<file path="config.mk">
export PLATFORM = sky130hd
export DESIGN_NAME = if_fetch_unit
export DESIGN_NICKNAME = d
export VERILOG_FILES = /design/src/rtl/if_pkg.sv /design/src/rtl/if_perf_cnt.sv /design/src/rtl/if_fetch_unit.sv
export SDC_FILE = /design/constraint.sdc
export NUM_CORES = 1
export LEC_CHECK = 0
export CAP_MARGIN = 20
export CELL_PAD_IN_SITES_DETAIL_PLACEMENT = 1
export CELL_PAD_IN_SITES_GLOBAL_PLACEMENT = 2
export CORE_AREA = 2 2 144 181
export CTS_CLUSTER_SIZE = 8
export DETAILED_ROUTE_END_ITERATION = 6
export DIE_AREA = 0 0 146 183
export HOLD_SLACK_MARGIN = 0.1
export PLACE_DENSITY_LB_ADDON = 0.1
export SLEW_MARGIN = 25
export SYNTH_ARGS = -nofsm -noshare
export SYNTH_HDL_FRONTEND = slang
export SYNTH_HIERARCHICAL = 1
export SYNTH_SLANG_ARGS = --single-unit
</file>
<file path="constraint.sdc">
create_clock -name clk -period 5 [get_ports clk]
set_input_delay 0.5 -clock clk [delete_from_list [all_inputs] [get_ports clk]]
set_output_delay 0.5 -clock clk [all_outputs]
set_load 0.02 [all_outputs]
</file>
<file path="src/rtl/if_pkg.sv">
// Shared types and constants for the instruction-fetch stage.
package if_pkg;

    typedef enum logic [1:0] {
        FETCH = 2'd0,
        HOLD  = 2'd1,
        DRAIN = 2'd2
    } if_state_e;

    localparam logic [31:0] NOP_INSTR        = 32'h0000_0000;
    localparam logic [31:0] INSTR_BYTES      = 32'd4;
    localparam logic [31:0] DEFAULT_RESET_PC = 32'h0000_0000;

    function automatic logic [31:0] word_align(input logic [31:0] addr);
        return addr & 32'hFFFF_FFFC;
    endfunction

endpackage

</file>
<file path="src/rtl/if_perf_cnt.sv">
// Fetch-stage performance counters: kept fetches and bubble cycles.
// Compiled only when IF_PERF_CNT_EN is defined.
`ifdef IF_PERF_CNT_EN
module if_perf_cnt (
    input  logic        clk,
    input  logic        rst_n,
    input  logic        fetch_inc_i,
    input  logic        bubble_i,
    output logic [31:0] fetch_cnt_o,
    output logic [31:0] bubble_cnt_o
);

    logic [31:0] fetch_q;
    logic [31:0] bubble_q;

    // Free-running wrapping counters.
    always_ff @(posedge clk or negedge rst_n) begin
        if (!rst_n) begin
            fetch_q  <= 32'd0;
            bubble_q <= 32'd0;
        end else begin
            if (fetch_inc_i) begin
                fetch_q <= fetch_q + 32'd1;
            end
            if (bubble_i) begin
                bubble_q <= bubble_q + 32'd1;
            end
        end
    end

    assign fetch_cnt_o  = fetch_q;
    assign bubble_cnt_o = bubble_q;

endmodule
`endif

</file>
<file path="src/rtl/if_fetch_unit.sv">
// Instruction-fetch stage: PC register, variable-latency imem handshake, redirect/stall handling.
// Optional IF_PERF_CNT_EN adds perf_fetch_cnt / perf_bubble_cnt outputs.
module if_fetch_unit
    import if_pkg::*;
#(
    parameter logic [31:0] RESET_PC = DEFAULT_RESET_PC
) (
    input  logic        clk,
    input  logic        rst_n,
    input  logic        StallF,
    input  logic        PCSrcD,
    input  logic [31:0] PCBranchD,
    output logic        imem_req,
    output logic [31:0] imem_addr,
    input  logic        imem_ack,
    input  logic [31:0] imem_rdata,
    output logic [31:0] PC_F,
    output logic [31:0] Instr_F,
    output logic [31:0] PC_Plus4_F,
`ifdef IF_PERF_CNT_EN
    output logic [31:0] perf_fetch_cnt,
    output logic [31:0] perf_bubble_cnt,
`endif
    output logic        FetchBusyF
);

    if_state_e   state_q, state_d;
    logic [31:0] pc_q, pc_d;
    logic [31:0] pc_plus4_q, pc_plus4_d;
    logic [31:0] instr_q, instr_d;
    logic [31:0] redir_q, redir_d;
    logic        busy_q, busy_d;

    logic        req_s;
    logic [31:0] addr_s;
    logic [31:0] target_s;
    logic [31:0] next_pc_s;
    logic        redirect_s;

    assign target_s   = word_align(PCBranchD);
    assign redirect_s = PCSrcD & ~StallF;
    assign next_pc_s  = PCSrcD ? target_s : pc_plus4_q;

    // Next-state and request logic; a request in flight can never be cancelled.
    always_comb begin
        state_d    = state_q;
        pc_d       = pc_q;
        pc_plus4_d = pc_plus4_q;
        instr_d    = instr_q;
        redir_d    = redir_q;
        busy_d     = busy_q;
        req_s      = 1'b0;
        addr_s     = pc_q;
        case (state_q)
            FETCH: begin
                req_s = 1'b1;
                if (imem_ack) begin
                    if (redirect_s) begin
                        pc_d       = target_s;
                        pc_plus4_d = target_s + INSTR_BYTES;
                    end else begin
                        instr_d = imem_rdata;
                        busy_d  = 1'b0;
                        state_d = HOLD;
                    end
                end else if (redirect_s) begin
                    redir_d = target_s;
                    state_d = DRAIN;
                end else begin
                    state_d = FETCH;
                end
            end
            DRAIN: begin
                req_s = 1'b1;
                if (imem_ack) begin
                    pc_d       = redir_q;
                    pc_plus4_d = redir_q + INSTR_BYTES;
                    state_d    = FETCH;
                end else begin
                    state_d = DRAIN;
                end
            end
            HOLD: begin
                if (StallF) begin
                    req_s = 1'b0;
                end else begin
                    req_s      = 1'b1;
                    addr_s     = next_pc_s;
                    pc_d       = next_pc_s;
                    pc_plus4_d = next_pc_s + INSTR_BYTES;
                    if (imem_ack) begin
                        instr_d = imem_rdata;
                    end else begin
                        instr_d = NOP_INSTR;
                        busy_d  = 1'b1;
                        state_d = FETCH;
                    end
                end
            end
            default: begin
                instr_d = NOP_INSTR;
                busy_d  = 1'b1;
                state_d = FETCH;
            end
        endcase
    end

    // Stage registers; reset abandons any outstanding request.
    always_ff @(posedge clk or negedge rst_n) begin
        if (!rst_n) begin
            state_q    <= FETCH;
            pc_q       <= RESET_PC;
            pc_plus4_q <= RESET_PC + INSTR_BYTES;
            instr_q    <= NOP_INSTR;
            redir_q    <= RESET_PC;
            busy_q     <= 1'b1;
        end else begin
            state_q    <= state_d;
            pc_q       <= pc_d;
            pc_plus4_q <= pc_plus4_d;
            instr_q    <= instr_d;
            redir_q    <= redir_d;
            busy_q     <= busy_d;
        end
    end

    assign imem_req   = req_s & rst_n;
    assign imem_addr  = addr_s;
    assign PC_F       = pc_q;
    assign PC_Plus4_F = pc_plus4_q;
    assign Instr_F    = instr_q;
    assign FetchBusyF = busy_q;

`ifdef IF_PERF_CNT_EN
    logic keep_s;

    assign keep_s = imem_ack & (((state_q == FETCH) & ~redirect_s) |
                                ((state_q == HOLD) & ~StallF));

    if_perf_cnt u_perf_cnt (
        .clk          (clk),
        .rst_n        (rst_n),
        .fetch_inc_i  (keep_s),
        .bubble_i     (busy_q),
        .fetch_cnt_o  (perf_fetch_cnt),
        .bubble_cnt_o (perf_bubble_cnt)
    );
`endif

endmodule

</file>
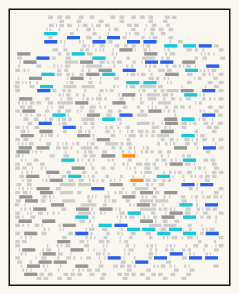
Figure 1: run 1, register map, names as in the netlist.
Drawn at 1.5 px/um.
[PC_F] blue | placed flops: 32 | where: all over the die
[state_q] orange | placed flops: 2
[redir_q] cyan | placed flops: 30
not coloured: 65
sequential portion of the cell area: 31.2%
sequential power: 1930 uW

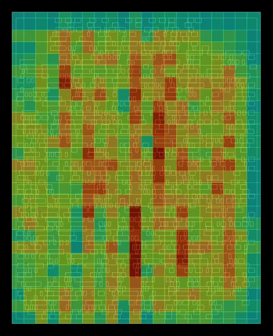
Figure 2: run 1, congestion heat map.
met3 routing resource usage after global routing: 4.45%
total routing usage reported by global routing: 19.6%
routing layer with the top usage in global route: met2
final routed wire length divided by cell count: 19.1 um
final core utilization: 41.3%

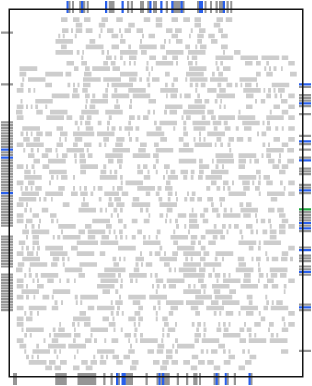
Figure 3: run 1, I/O pins on the die edge.
Drawn at 2 px/um. Pins as bars across the die edge, other pins in grey.
[imem_addr] blue | pins: 32 | direction: output | edge: 11 north, 10 east, 8 south, 3 west
[StallF] green | pins: 1 | direction: input | edge: east
all pins by edge: 67 west, 49 south, 43 east, 40 north

run 1: metrics by stage:
step | utilization (%) | hold WS (ns) | power, uW | instance area, um^2
final | 41.3 | 0.106 | 7280 | 10300
after global routing | 41.3 | 0.169 | 7800 | 10300
after CTS | 41.3 | 0.134 | 7390 | 10300
after detailed placement | 38.6 | 0.470 | 5900 | 9670
after global placement | 38.5 | 0.460 | 5830 | 9630
after floorplan | - | 0.204 | 4180 | 7370
run 1: cell families after synthesis:
logic type,after synthesis,synth area share [%]
compound gates,237,20.0
fa+ha+maj,5,0.849
mux,61,9.03
xor+xnor,27,3.21
buf+inv,63,3.78
flops,129,43.8
simple gates,309,19.3
run 1: power by group:
part	internal, uW	switching, uW
Sequential	1540	395
Clock	954	506
Combinational	1660	2230
Total	4150	3130
==> flow_summary.toml, run 1 <==
# flow metrics
[outcome]
outcome = "complete, no violations"

[setup_path]
worst-path-buf-inv = 2
worstSetupPathType = "flop to flop"
start_kind = "flop"
crit_path_cell_trace = "inv_1 -> ha_2 -> and3b_1 -> a222oi_1 -> clkbuf_2 -> nor4b_4 -> nand4_4 -> nor4_2 -> xnor2_1 -> o21ai_1"
critical-path-slowest-cell = "sky130_fd_sc_hd__nor4b_4"
critPathCapture = "PC_Plus4_F[22]"
arrival_time_at_the_worst_endpoint_ns = 3.95
crit_path_max_fanout = 14
ff2ff_setup_slack_ns = 1.33
reg2reg_to = "PC_Plus4_F[22]"

[detailed_routing]
total_wirelength_of_the_detailed_routed_design_um = 25900
top_layer = "met5"
met1_length_um = 11100
met2_wire_length_um = 13100

[clock_network]
cts_setup_buffers = 0
htreeDepth = 4
cts_root_buffer = "sky130_fd_sc_hd__clkbuf_16"

[floorplanning]
core_region_area_um2 = 25000
core_util_floorplan_pct = 29.4

[power]
ir_worst_vdd_mv = 0.268
power_leakage_uw = 0.00427

[layout]
most_numerous_logic_cells_after_layout = "sky130_fd_sc_hd__nand2_1 (200), sky130_fd_sc_hd__clkdlybuf4s50_1 (194), sky130_fd_sc_hd__dfrtp_1 (127)"
instances_no_fill = 1355
area.sequential_um2 = 3230
diodes = 0
area_share_nonclk_buffers_pct = 20.5
mostFrequentLayoutCell = "sky130_fd_sc_hd__nand2_1"
area.growth.synth_to_final_pct = 40.4
biggestCellCategory = "multi-input combinational cells"

[synthesis]
synth_flops = 129
flop_cell = "sky130_fd_sc_hd__dfrtp_1"
summed_standard_cell_area_reported_by_yosys_um2 = 7370
synthesized_netlist_cell_count = 831
most_common_cell = "sky130_fd_sc_hd__nand2_1"
yosysCellCount = 831
top_cell_area_share_pct = 43.1

[placement]
gp_congestion = 0.737

[grt]
grt_max_degree = 73
grt_remaining_overflow = 0
grt.met1_usage_pct = 23.7

[timing]
timing.final.max_slew_violations = 0
finalCritPeriodShare_pct = 73.4

[run]
max_cap_viol_count = 0

[worst_hold_path]
class_of_the_worst_hold_path = "input port to async pin"
==> run 1 -> run 2 <==
Settings changed: CORE_AREA 2 2 144 181 to 2 2 146 184, DIE_AREA 0 0 146 183 to 0 0 148 186.
Clock period 5 ns to 3.8 ns, I/O delays scaled along.
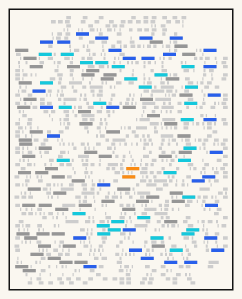
Figure 4: run 2, register map, names as in the netlist.
Drawn at 1.5 px/um.
[redir_q] cyan | placed flops: 30
[state_q] orange | placed flops: 2
[PC_F] blue | placed flops: 32 | where: all over the die
not coloured: 65
final core utilization: 40.0%
sequential portion of the cell area: 31.3%
sequential power: 2550 uW

==> flow_summary.toml, run 2 <==
# flow metrics
[outcome]
outcome = "complete, no violations"

[synthesis]
flop_cell = "sky130_fd_sc_hd__dfrtp_1"
logic_family = "AND-OR/OR-AND gates"
ys_sh_mux_pct = 9.03
synth-simple-area-share_pct = 19.3
yosysCellCount = 831
summed_standard_cell_area_reported_by_yosys_um2 = 7370
synth_flops = 129
synth_xor_xnor_area_share_pct = 3.21

[timing]
timing.final.max_slew_violations = 0
finalCritPeriodShare_pct = 87.2
whs_ns = 0.0871

[layout]
diodes = 0
fin_area_um2 = 10300
most_numerous_logic_cells_after_layout = "sky130_fd_sc_hd__nand2_1 (200), sky130_fd_sc_hd__clkdlybuf4s50_1 (194), sky130_fd_sc_hd__dfrtp_1 (127)"

[power]
fin_total_pwr_uw = 9250
p_clk_uw = 1570
gate_power_share_pct = 55.6
total_switching_power_uw = 4080
comb_power_uw = 5140
power.share.sequential_pct = 27.5
relative_contribution_of_the_clock_network_to_total_power_pct = 16.9

[grt]
grt-busiest-layer = "met2"
grt_max_degree = 130
grt_remaining_overflow = 0

[setup_path]
reg2reg_to = "PC_Plus4_F[22]"
crit_path_cell_trace = "inv_1 -> ha_2 -> buf_4 -> o21ai_0 -> o22ai_1 -> nor4b_4 -> nand4_4 -> nor4_2 -> xnor2_1 -> o21ai_1"
critPathCapture = "PC_Plus4_F[22]"
arrival_time_at_the_worst_endpoint_ns = 3.59
crit_path_max_fanout = 43
start_kind = "flop"
worst-path-buf-inv = 2
critical-path-slowest-cell = "sky130_fd_sc_hd__nor4b_4"
worstSetupPathType = "flop to flop"

[run]
max_cap_viol_count = 0

[detailed_routing]
top_layer = "met4"
met2_wire_length_um = 13000
routed_wire_length_per_instance_um = 19.0

[clock_network]
htreeDepth = 4
cts_setup_buffers = 0

[floorplanning]
core_util_floorplan_pct = 28.6

[placement]
gp_congestion = 0.734
## run 2: cell types whose count changed in the layout (fill, tap and decap cells not counted), moves of 2 or more
| cell | previous run | this run |
|---|---|---|
| sky130_fd_sc_hd__buf_12 | 0 | 5 |
| sky130_fd_sc_hd__bufinv_16 | 6 | 1 |
| sky130_fd_sc_hd__clkinv_2 | 0 | 5 |
| sky130_fd_sc_hd__buf_4 | 17 | 20 |
| sky130_fd_sc_hd__buf_8 | 2 | 0 |
## run 2: cell type report
type                            instances  area (um^2)
Clock buffer                           21          460
Clock inverter                         10         87.6
Fill cell                            2983        15500
Inverter                                4         15.0
Multi-Input combinational cell        639         3880
Sequential cell                       129         3230
Tap cell                              340          425
Timing Repair Buffer                  221         2210
==> run 2 -> run 3 <==
Settings changed: ABC_AREA set to 0, CTS_BUF_LIST set to sky130_fd_sc_hd__clkbuf_4 sky130_fd_sc_hd__clkbuf_8 sky130_fd_sc_hd__clkbuf_16.
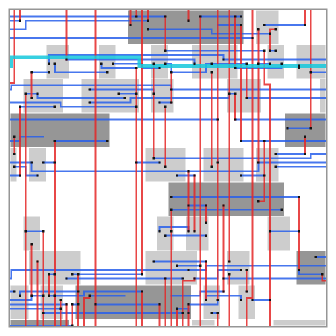
Figure 5: run 3, a small window of the routed layout.
Region (62, 43) to (87, 68) um. Cells in grey, sequential cells in the stronger grey; small squares are vias.
[metal 2] red
[metal 3] cyan
[metal 1] blue
cells with their middle in the window: 28
netlist names of flops here include: PC_Plus4_F (3), redir_q (1)
sequential cells in the window: 4
most frequent: nand2_1 (6), dfrtp_1 (4)

==> flow_summary.toml, run 3 <==
# flow metrics
[outcome]
outcome = "complete, no violations"

[synthesis]
yosysCellCount = 831
flop_cell = "sky130_fd_sc_hd__dfrtp_1"
async_flop_share_pct = 100
most_common_cell = "sky130_fd_sc_hd__nand2_1"
syn_area_per_cell_um2 = 8.87
netlist-cell-type-count = 60
synth_flops = 129
summed_standard_cell_area_reported_by_yosys_um2 = 7370
synth.top_cells.by_area = "sky130_fd_sc_hd__dfrtp_1 (43%), sky130_fd_sc_hd__nand2_1 (10%), sky130_fd_sc_hd__mux2_2 (6.7%)"
edf_count = 0
synth.yosys.warnings = 6

[power]
comb_power_uw = 5140
total_switching_power_uw = 4080
gate_power_share_pct = 55.5
relative_contribution_of_the_clock_network_to_total_power_pct = 17.0
seq_cell_power_uw = 2550
power.share.sequential_pct = 27.5
p_clk_uw = 1580
top_power_group = "combinational cells"
fin_total_pwr_uw = 9270

[placement]
pre_cts_slack_ns = 0.421
dp_hpwl_um = 18000
dpl.cell_count = 1333
gp_congestion = 0.734

[setup_path]
ff2ff_path_depth = 10
ff2ff_setup_slack_ns = 0.49
crit_path_cell_trace = "inv_1 -> ha_2 -> buf_4 -> o21ai_0 -> o22ai_1 -> nor4b_4 -> nand4_4 -> nor4_2 -> xnor2_1 -> o21ai_1"
critPathCaptureType = "flop"
arrival_time_at_the_worst_endpoint_ns = 3.58
critical-path-slowest-cell = "sky130_fd_sc_hd__nor4b_4"
worst-path-buf-inv = 2
start_kind = "flop"
timing.rr.start = "state_q[0]"
worstSetupPathType = "flop to flop"
cp_top_family = "simple AND/OR/NAND/NOR gates"
crit_path_max_fanout = 43

[layout]
area_share_nonclk_buffers_pct = 21.4
logic_gates = 639
comb_area_share_pct = 37.6
sequential_cell_total = 129
most_numerous_logic_cells_after_layout = "sky130_fd_sc_hd__nand2_1 (200), sky130_fd_sc_hd__clkdlybuf4s50_1 (194), sky130_fd_sc_hd__dfrtp_1 (127)"
seqAreaFraction_pct = 31.3
area.sequential_um2 = 3230
final_core_util_pct = 40.0
mi_logic_area_um2 = 3880
signal_buffers = 221
biggestCellCategory = "multi-input combinational cells"
nNonClkInverters = 4
final.clkbuf_count = 21
fin_area_um2 = 10300
area_share_clock_buf_inv_pct = 5.38
instances_no_fill = 1364
fillerInstances = 2982
diodes = 0

[timing]
finalCritPeriodShare_pct = 87.1
setup_ws_ns = 0.489
whs_ns = 0.0880
rsz0062_at_grt = "false"
final_period_minus_worst_setup_slack_ns = 3.31
highest_clock_rate_mhz = 302
timing.final.max_slew_violations = 0
timing.final.setup_violations = 0

[grt]
grt-busiest-layer = "met2"
antenna_found_initial = 0
globalRouteMet3Util_pct = 5.47
grt_max_degree = 130
met2_capacity_usage_during_global_routing_pct = 34.2
global_route_wire_length_before_repair_um = 41900
grt_remaining_overflow = 0

[clock_network]
hold_buffers = 0
cts_tree = "yes"
cts_setup_buffers = 0
htreeDepth = 4
cts_max_path_buffers = 2

[detailed_routing]
top_layer = "met4"
vias = 6800
ant_nets = 0
vias_per_cell = 4.99
first_iter_violations = 231
routed_wire_length_per_instance_um = 18.9
met2_wire_length_um = 13000

[run]
max_cap_viol_count = 0
log.warning_count = 33

[floorplanning]
taps = 340
core_region_area_um2 = 25800
die.size.x_um = 148
chip_area_um2 = 27500
core_util_floorplan_pct = 28.6
io_pins = 199
run 3: cell counts after synthesis:
No cell type changed its count.
run 3: logic make-up (layout without fill, tap and decap cells):
kind of cell | count (synthesis) | in the layout | synth area share [%]
AND-OR/OR-AND | 237 | 237 | 20.0
XOR/XNOR | 27 | 27 | 3.21
adder cells (fa/ha/maj) | 5 | 5 | 0.849
buffers and inverters | 63 | 256 | 3.78
flip-flops | 129 | 129 | 43.8
multiplexers | 61 | 61 | 9.03
AND/OR/NAND/NOR | 309 | 309 | 19.3
run 3: worst paths after layout:
path | to
max | PC_Plus4_F[22]
min | PC_F[16]
max reg2reg | PC_Plus4_F[22]
min reg2reg | Instr_F[31]
max in group asynchronous | PC_Plus4_F[31]
min in group clk | Instr_F[31]
Power and IR drop assume default switching activity.
